===== src/rtl/crash_course_cpu_program_counter_pkg.sv =====
// crash_course_cpu_pkg: shared widths, call stack depth and PC FSM state encoding
package crash_course_cpu_pkg;
  localparam int PC_W = 8;
  localparam int STACK_DEPTH = 8;
  localparam int DEPTH_W = $clog2(STACK_DEPTH + 1);
  typedef enum logic [1:0] {RUN, HALT, FAULT} pc_state_e;
endpackage


===== src/rtl/crash_course_cpu_program_counter_if.sv =====
// crash_course_cpu_program_counter_if: control-flow requests in, PC and call-stack strobes out
interface crash_course_cpu_program_counter_if;
  import crash_course_cpu_pkg::*;
  logic clk_en;
  logic jump_request;
  logic call_request;
  logic return_request;
  logic jump_condition_met;
  logic [PC_W-1:0] jump_target;
  logic [PC_W-1:0] return_address;
  logic halt_request;
  logic resume_request;
  logic [PC_W-1:0] program_counter_current;
  logic jump_enable;
  logic call_enable;
  logic return_enable;
  logic halted;
  logic [DEPTH_W-1:0] stack_depth;
  logic stack_fault;
  modport master (
    output clk_en, jump_request, call_request, return_request, jump_condition_met,
           jump_target, return_address, halt_request, resume_request,
    input  program_counter_current, jump_enable, call_enable, return_enable,
           halted, stack_depth, stack_fault
  );
  modport slave (
    input  clk_en, jump_request, call_request, return_request, jump_condition_met,
           jump_target, return_address, halt_request, resume_request,
    output program_counter_current, jump_enable, call_enable, return_enable,
           halted, stack_depth, stack_fault
  );
endinterface


===== src/rtl/crash_course_cpu_stack_depth_counter.sv =====
// crash_course_cpu_stack_depth_counter: saturating call-stack occupancy with overflow/underflow flags
module crash_course_cpu_stack_depth_counter
  import crash_course_cpu_pkg::*;
(
  input  logic clk,
  input  logic sync_rst,
  input  logic en,
  input  logic inc,
  input  logic dec,
  output logic [DEPTH_W-1:0] depth,
  output logic overflow,
  output logic underflow
);
  assign overflow = inc & (depth == DEPTH_W'(STACK_DEPTH));
  assign underflow = dec & (depth == '0);
  // Count pushes and pops, pinning at full and empty
  always_ff @(posedge clk)
    if (sync_rst) depth <= '0;
    else if (en) depth <= depth + DEPTH_W'(inc & ~overflow) - DEPTH_W'(dec & ~underflow);
endmodule


===== src/rtl/crash_course_cpu_program_counter.sv =====
// crash_course_cpu_program_counter: PC sequencer with call/return/jump, halt control; CRASH_COURSE_CPU_STACK_GUARD_EN traps stack over/underflow
module crash_course_cpu_program_counter
  import crash_course_cpu_pkg::*;
(
  input logic clk,
  input logic sync_rst,
  crash_course_cpu_program_counter_if.slave bus
);
  pc_state_e state;
  logic [PC_W-1:0] pc, next_pc;
  logic active, call_try, ret_try, jump_taken, call_en, ret_en;
  logic overflow, underflow, fault;
  assign active = bus.clk_en & ~sync_rst & (state == RUN) & ~bus.halt_request;
  assign call_try = active & bus.call_request & ~bus.return_request;
  assign ret_try = active & bus.return_request & ~bus.call_request;
  assign jump_taken = active & ~bus.call_request & ~bus.return_request & bus.jump_request & bus.jump_condition_met;
`ifdef CRASH_COURSE_CPU_STACK_GUARD_EN
  assign fault = overflow | underflow;
  assign bus.stack_fault = state == FAULT;
`else
  logic unused_flags;
  assign unused_flags = overflow | underflow;
  assign fault = 1'b0;
  assign bus.stack_fault = 1'b0;
`endif
  assign call_en = call_try & ~fault;
  assign ret_en = ret_try & ~fault;
  assign bus.call_enable = call_en;
  assign bus.return_enable = ret_en;
  assign bus.jump_enable = call_en | ret_en | jump_taken;
  assign next_pc = ret_en ? bus.return_address : (call_en | jump_taken) ? bus.jump_target : pc + PC_W'(1);
  assign bus.program_counter_current = pc;
  assign bus.halted = state == HALT;
  crash_course_cpu_stack_depth_counter u_depth (
    .clk(clk),
    .sync_rst(sync_rst),
    .en(bus.clk_en),
    .inc(call_try),
    .dec(ret_try),
    .depth(bus.stack_depth),
    .overflow(overflow),
    .underflow(underflow)
  );
  // Advance PC and execution state only on enabled cycles; fault is sticky until reset
  always_ff @(posedge clk)
    if (sync_rst) begin
      state <= RUN;
      pc <= '0;
    end else if (bus.clk_en)
      case (state)
        RUN:
          if (bus.halt_request) state <= HALT;
          else if (fault) state <= FAULT;
          else pc <= next_pc;
        HALT: if (bus.resume_request && !bus.halt_request) state <= RUN;
        default: state <= FAULT;
      endcase
endmodule


===== src/flat_wrapper.sv =====
// flat-port wrapper written by rule: the top's interface ports become plain ports
module crash_course_cpu_program_counter_flat import crash_course_cpu_pkg::*;
  (clk, sync_rst, bus_clk_en, bus_jump_request, bus_call_request, bus_return_request, bus_jump_condition_met, bus_jump_target, bus_return_address, bus_halt_request, bus_resume_request, bus_program_counter_current, bus_jump_enable, bus_call_enable, bus_return_enable, bus_halted, bus_stack_depth, bus_stack_fault);
  crash_course_cpu_program_counter_if bus_i ();
  input logic clk;
  input logic sync_rst;
  input wire logic [$bits(bus_i.clk_en)-1:0] bus_clk_en;
  input wire logic [$bits(bus_i.jump_request)-1:0] bus_jump_request;
  input wire logic [$bits(bus_i.call_request)-1:0] bus_call_request;
  input wire logic [$bits(bus_i.return_request)-1:0] bus_return_request;
  input wire logic [$bits(bus_i.jump_condition_met)-1:0] bus_jump_condition_met;
  input wire logic [$bits(bus_i.jump_target)-1:0] bus_jump_target;
  input wire logic [$bits(bus_i.return_address)-1:0] bus_return_address;
  input wire logic [$bits(bus_i.halt_request)-1:0] bus_halt_request;
  input wire logic [$bits(bus_i.resume_request)-1:0] bus_resume_request;
  output wire logic [$bits(bus_i.program_counter_current)-1:0] bus_program_counter_current;
  output wire logic [$bits(bus_i.jump_enable)-1:0] bus_jump_enable;
  output wire logic [$bits(bus_i.call_enable)-1:0] bus_call_enable;
  output wire logic [$bits(bus_i.return_enable)-1:0] bus_return_enable;
  output wire logic [$bits(bus_i.halted)-1:0] bus_halted;
  output wire logic [$bits(bus_i.stack_depth)-1:0] bus_stack_depth;
  output wire logic [$bits(bus_i.stack_fault)-1:0] bus_stack_fault;
  assign bus_i.clk_en = bus_clk_en;
  assign bus_i.jump_request = bus_jump_request;
  assign bus_i.call_request = bus_call_request;
  assign bus_i.return_request = bus_return_request;
  assign bus_i.jump_condition_met = bus_jump_condition_met;
  assign bus_i.jump_target = bus_jump_target;
  assign bus_i.return_address = bus_return_address;
  assign bus_i.halt_request = bus_halt_request;
  assign bus_i.resume_request = bus_resume_request;
  assign bus_program_counter_current = bus_i.program_counter_current;
  assign bus_jump_enable = bus_i.jump_enable;
  assign bus_call_enable = bus_i.call_enable;
  assign bus_return_enable = bus_i.return_enable;
  assign bus_halted = bus_i.halted;
  assign bus_stack_depth = bus_i.stack_depth;
  assign bus_stack_fault = bus_i.stack_fault;
  crash_course_cpu_program_counter u_core (.clk(clk), .sync_rst(sync_rst), .bus(bus_i));
endmodule

===== config.mk =====
export PLATFORM = sky130hd
export DESIGN_NAME = crash_course_cpu_program_counter_flat
export DESIGN_NICKNAME = d
export VERILOG_FILES = /design/src/rtl/crash_course_cpu_program_counter_pkg.sv /design/src/rtl/crash_course_cpu_program_counter_if.sv /design/src/rtl/crash_course_cpu_stack_depth_counter.sv /design/src/rtl/crash_course_cpu_program_counter.sv /design/src/flat_wrapper.sv
export SDC_FILE = /design/constraint.sdc
export NUM_CORES = 1
export LEC_CHECK = 0
export CORE_MARGIN = 10
export CORE_UTILIZATION = 41
export DETAILED_ROUTE_END_ITERATION = 7
export GPL_TIMING_DRIVEN = 0
export PLACE_DENSITY = 0.83
export SLEW_MARGIN = 20
export SYNTH_ARGS = -nofsm -noshare
export SYNTH_HDL_FRONTEND = slang
export SYNTH_HIERARCHICAL = 1
export SYNTH_SLANG_ARGS = --single-unit

===== constraint.sdc =====
create_clock -name clk -period 9.3 [get_ports clk]
set_clock_uncertainty 0.15 [all_clocks]
set_input_delay 2.325 -clock clk [delete_from_list [all_inputs] [get_ports clk]]
set_output_delay 2.325 -clock clk [all_outputs]
set_load 0.05 [all_outputs]

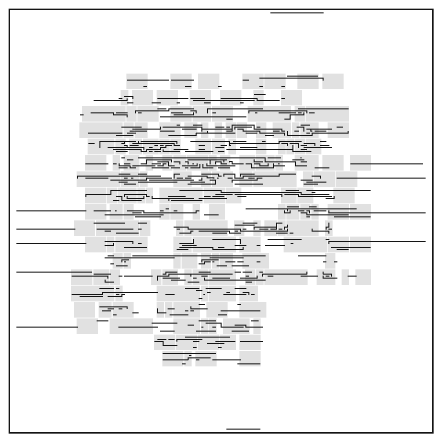
**Above:** metal 1.
Drawn at 6 px/um.
The longest straight run is 22.1 um. 190 nets have wire on it. The layer holds 41% of the routed length.
final WL: 3.242 mm
total via count in the routed design: 1,158
met1 Use GR: 0.1649

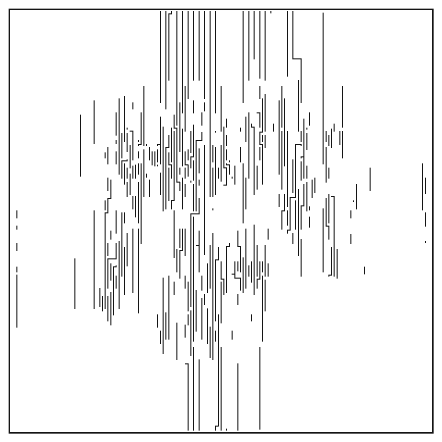
**Above:** metal 2.
Drawn at 6 px/um.
The layer holds 49% of the routed length. The layer carries 1,590 um of wire. 179 nets have wire on it. The wires run mostly vertical. The longest straight run is 30.8 um.
GR met2 Demand/Resource: 0.2146

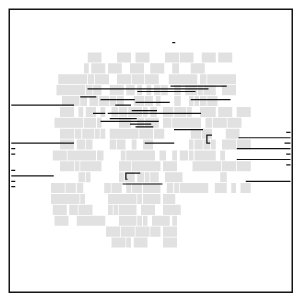
**Above:** the metal 3 layer.
Drawn at 4 px/um.
The layer holds 8.8% of the routed length. The longest straight run is 29.9 um. 33 nets have wire on it. The layer carries 284 um of wire. The wires run mostly horizontal.
M3 GR Usage: 0.01695

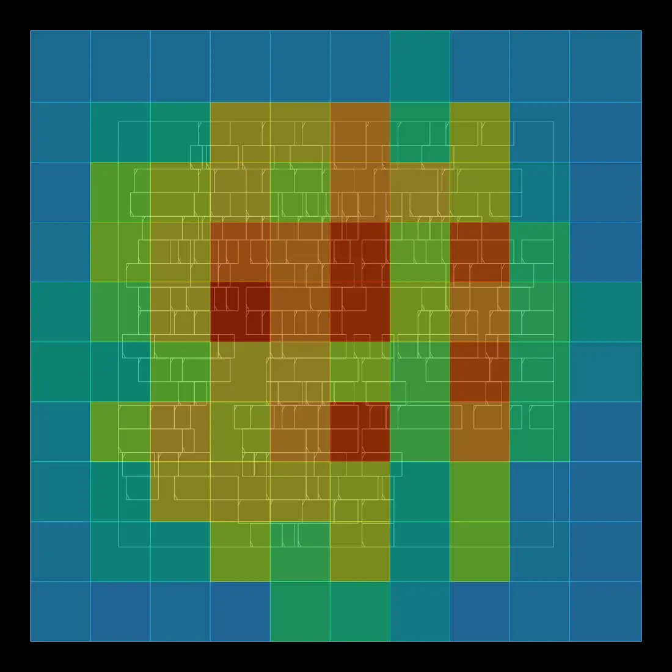
**Above:** routing congestion.
global-route layer with the greatest usage: met2
fin util: 0.6111

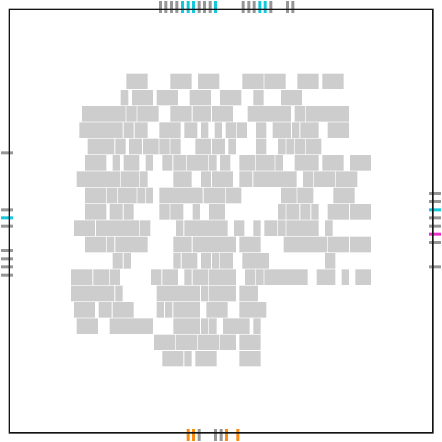
**Above:** pin placement.
Drawn at 6 px/um. Pins as bars across the die edge, other pins in grey.
Key: `bus_jump_target` = cyan [pins 8, direction input, edge 6 top, 1 left, 1 right]; `bus_stack_depth` = orange [pins 4, direction output, edge bottom]; `bus_jump_request` = magenta [pins 1, direction input, edge right]
overall die width: 70.36 um
die height: 70.36 um
IO buf count: 40

critical path: stages:
cell             delay (ns)
clkdlybuf4s50_1        0.53
nor4b_2                0.74
nand2_1                0.32
nor3b_1                0.39
clkdlybuf4s50_1        0.89
final timing paths:
| check | from | endpoint |
|---|---|---|
| worst max-delay path | bus_clk_en | bus_call_enable |
| worst min-delay path | u_core/bus.program_counter_current[7] | u_core/bus.program_counter_current[7] |
| worst max register to register | u_core/state[1] | u_core/u_depth/depth[1] |
| worst min register to register | u_core/bus.program_counter_current[7] | u_core/bus.program_counter_current[7] |
stage by stage:
step                  util  hold WS [ns]  instances  worst slack [ns]
finish              0.6111        0.3419        204             1.626
CTS                 0.6111        0.3432        204             1.740
floorplan                -        0.3382        131             2.579
global placement    0.6019        0.3220        201             1.763
global route        0.6111        0.3610        204             1.483
detailed placement  0.6019        0.3305        201             1.760
state kept, by name (all words and copies together) (netlist names):
name and count:
u_core/bus.program_counter_current 8, u_core/u_depth/depth 4, u_core/state 2
cells in the final DEF, fill, tap and decap left out, types with 2 or more instances in the layout:
cell type         n
clkdlybuf4s50_1  40
dfxtp_1          14
nor2_1           12
inv_1            11
nand2_1          10
a21oi_1           9
o21ai_0           9
ha_1              7
nor2b_1           5
nor3_1            4
nand3_1           4
clkbuf_4          3
nand2b_1          3
clkbuf_1          2
a211o_1           2
buf_2             2
a221oi_1          2
o31ai_1           2
a21boi_0          2
mux2i_1           2
per-layer routing:
| layer | part of all wire | up-vias |
|---|---|---|
| met1 | 0.41 | 532 |
| met2 | 0.49 | 61 |
| met5 | 0 | - |
| met3 | 0.088 | 2 |
| met4 | 0.0077 | 0 |
| li1 | - | 563 |
cell type report:
class                   instances  share of cell area
multi-input cells             101              0.4621
well taps                      30             0.02502
clock buffers                   3             0.01501
repair buffers                 40              0.2669
inverters                      11             0.02752
flip-flops and latches         14              0.1868
plain buffers                   5             0.01668
power groups by stage:
stage,logic (mW),clock network [mW],registers (mW)
floorplan,0.0224,0,0.0780
detailed placement,0.0559,0,0.0685
CTS,0.0561,0.0362,0.0670
global route,0.0610,0.0372,0.0678
global placement,0.0547,0,0.0683
finish,0.0561,0.0353,0.0671
==> flow_summary.json <==
{
  "syn_inst": 131,
  "htree_levels": 1,
  "worst-endpoint-required_ns": 6.83,
  "die-area_um2": 4951,
  "core_region_area_um2": 2455,
  "critical_path_peak_fanout": 10,
  "clk_path_buf_depth": 2,
  "yosysWarningCount": 6,
  "final_setup_vio_count": 0,
  "path_class": "input port to output pin",
  "clk_root_buffer_cell": "clkbuf_4",
  "hpwl_mm": 2.595,
  "tool_warnings": 27,
  "postCtsSetupBuffers": 0,
  "pin_count_of_the_biggest_net_entering_global_routing": 11,
  "globalplace.congestion": 0.9052,
  "synth_area_per_cell_um2": 7.937,
  "tritoncts.num_buffers": 3,
  "relative_slew_slack": 0.4145,
  "static-leakage-power_nw": 0.5549,
  "netlist_area_um2": 1040,
  "floorplan.core_util": 0.4235,
  "std_cell_rows": 18,
  "groute.usage.overall": 0.1294,
  "detailed_route_iter0_violations": 154,
  "p_total_mw": 0.1585,
  "timing.reg2reg.worst_path_depth": 10,
  "clock_insertion_delay_worst_skew_ns": 0.28,
  "worstSetupEndpointType": "output pin",
  "ctsHoldBuffers": 0,
  "hold_class": "flop to flop",
  "cell_area_power_density_nw_per_um2": 105.6,
  "setup.reg_to_reg.worst_slack_ns": 5.99,
  "drv.max_cap_violation_count": 0,
  "area_of_all_sequential_standard_cells_um2": 280.3,
  "worst_setup_path_start_kind": "input port",
  "cts_tree": "built",
  "vdd_drop_max_v": 0.00007841,
  "power.sequential.fraction": 0.423,
  "finalNetCount": 209,
  "combGateArea_um2": 693.2,
  "max_slew.worst_pin.slew_ns": 0.8760,
  "tally_of_filler_cells_in_the_layout": 212,
  "fin_setup_tns_ns": 0,
  "cell_internal_pwr_mw": 0.1028,
  "final_max_slew_viol_count": 0,
  "drc_errors": 0,
  "drive_gt1_frac": 0.06897,
  "timing_hold_violations_final": 0,
  "route.detailed.wl_per_inst_um": 15.89,
  "routed_via_density": 5.676,
  "max_freq_mhz": 130.3,
  "grt_first_pass_wirelength_mm": 5.609,
  "clkSlewWorstSetupHoldPaths_ns": 0.09,
  "pwr-share-clk": 0.222,
  "drtPass1Iterations": 4,
  "ios": 42,
  "cp.arrival_ns": 5.20,
  "switching_share": 0.3515,
  "grt_setup_unrepaired": "false",
  "final_min_period_over_clock_period": 0.8251,
  "antenna_cells": 0,
  "grt_overflow": 0,
  "power.net_switching_mw": 0.05571,
  "postLayoutCellArea_um2": 1500,
  "outcome": "finished clean"
}
No activity file was given, so power comes from the tool's default toggle rates.
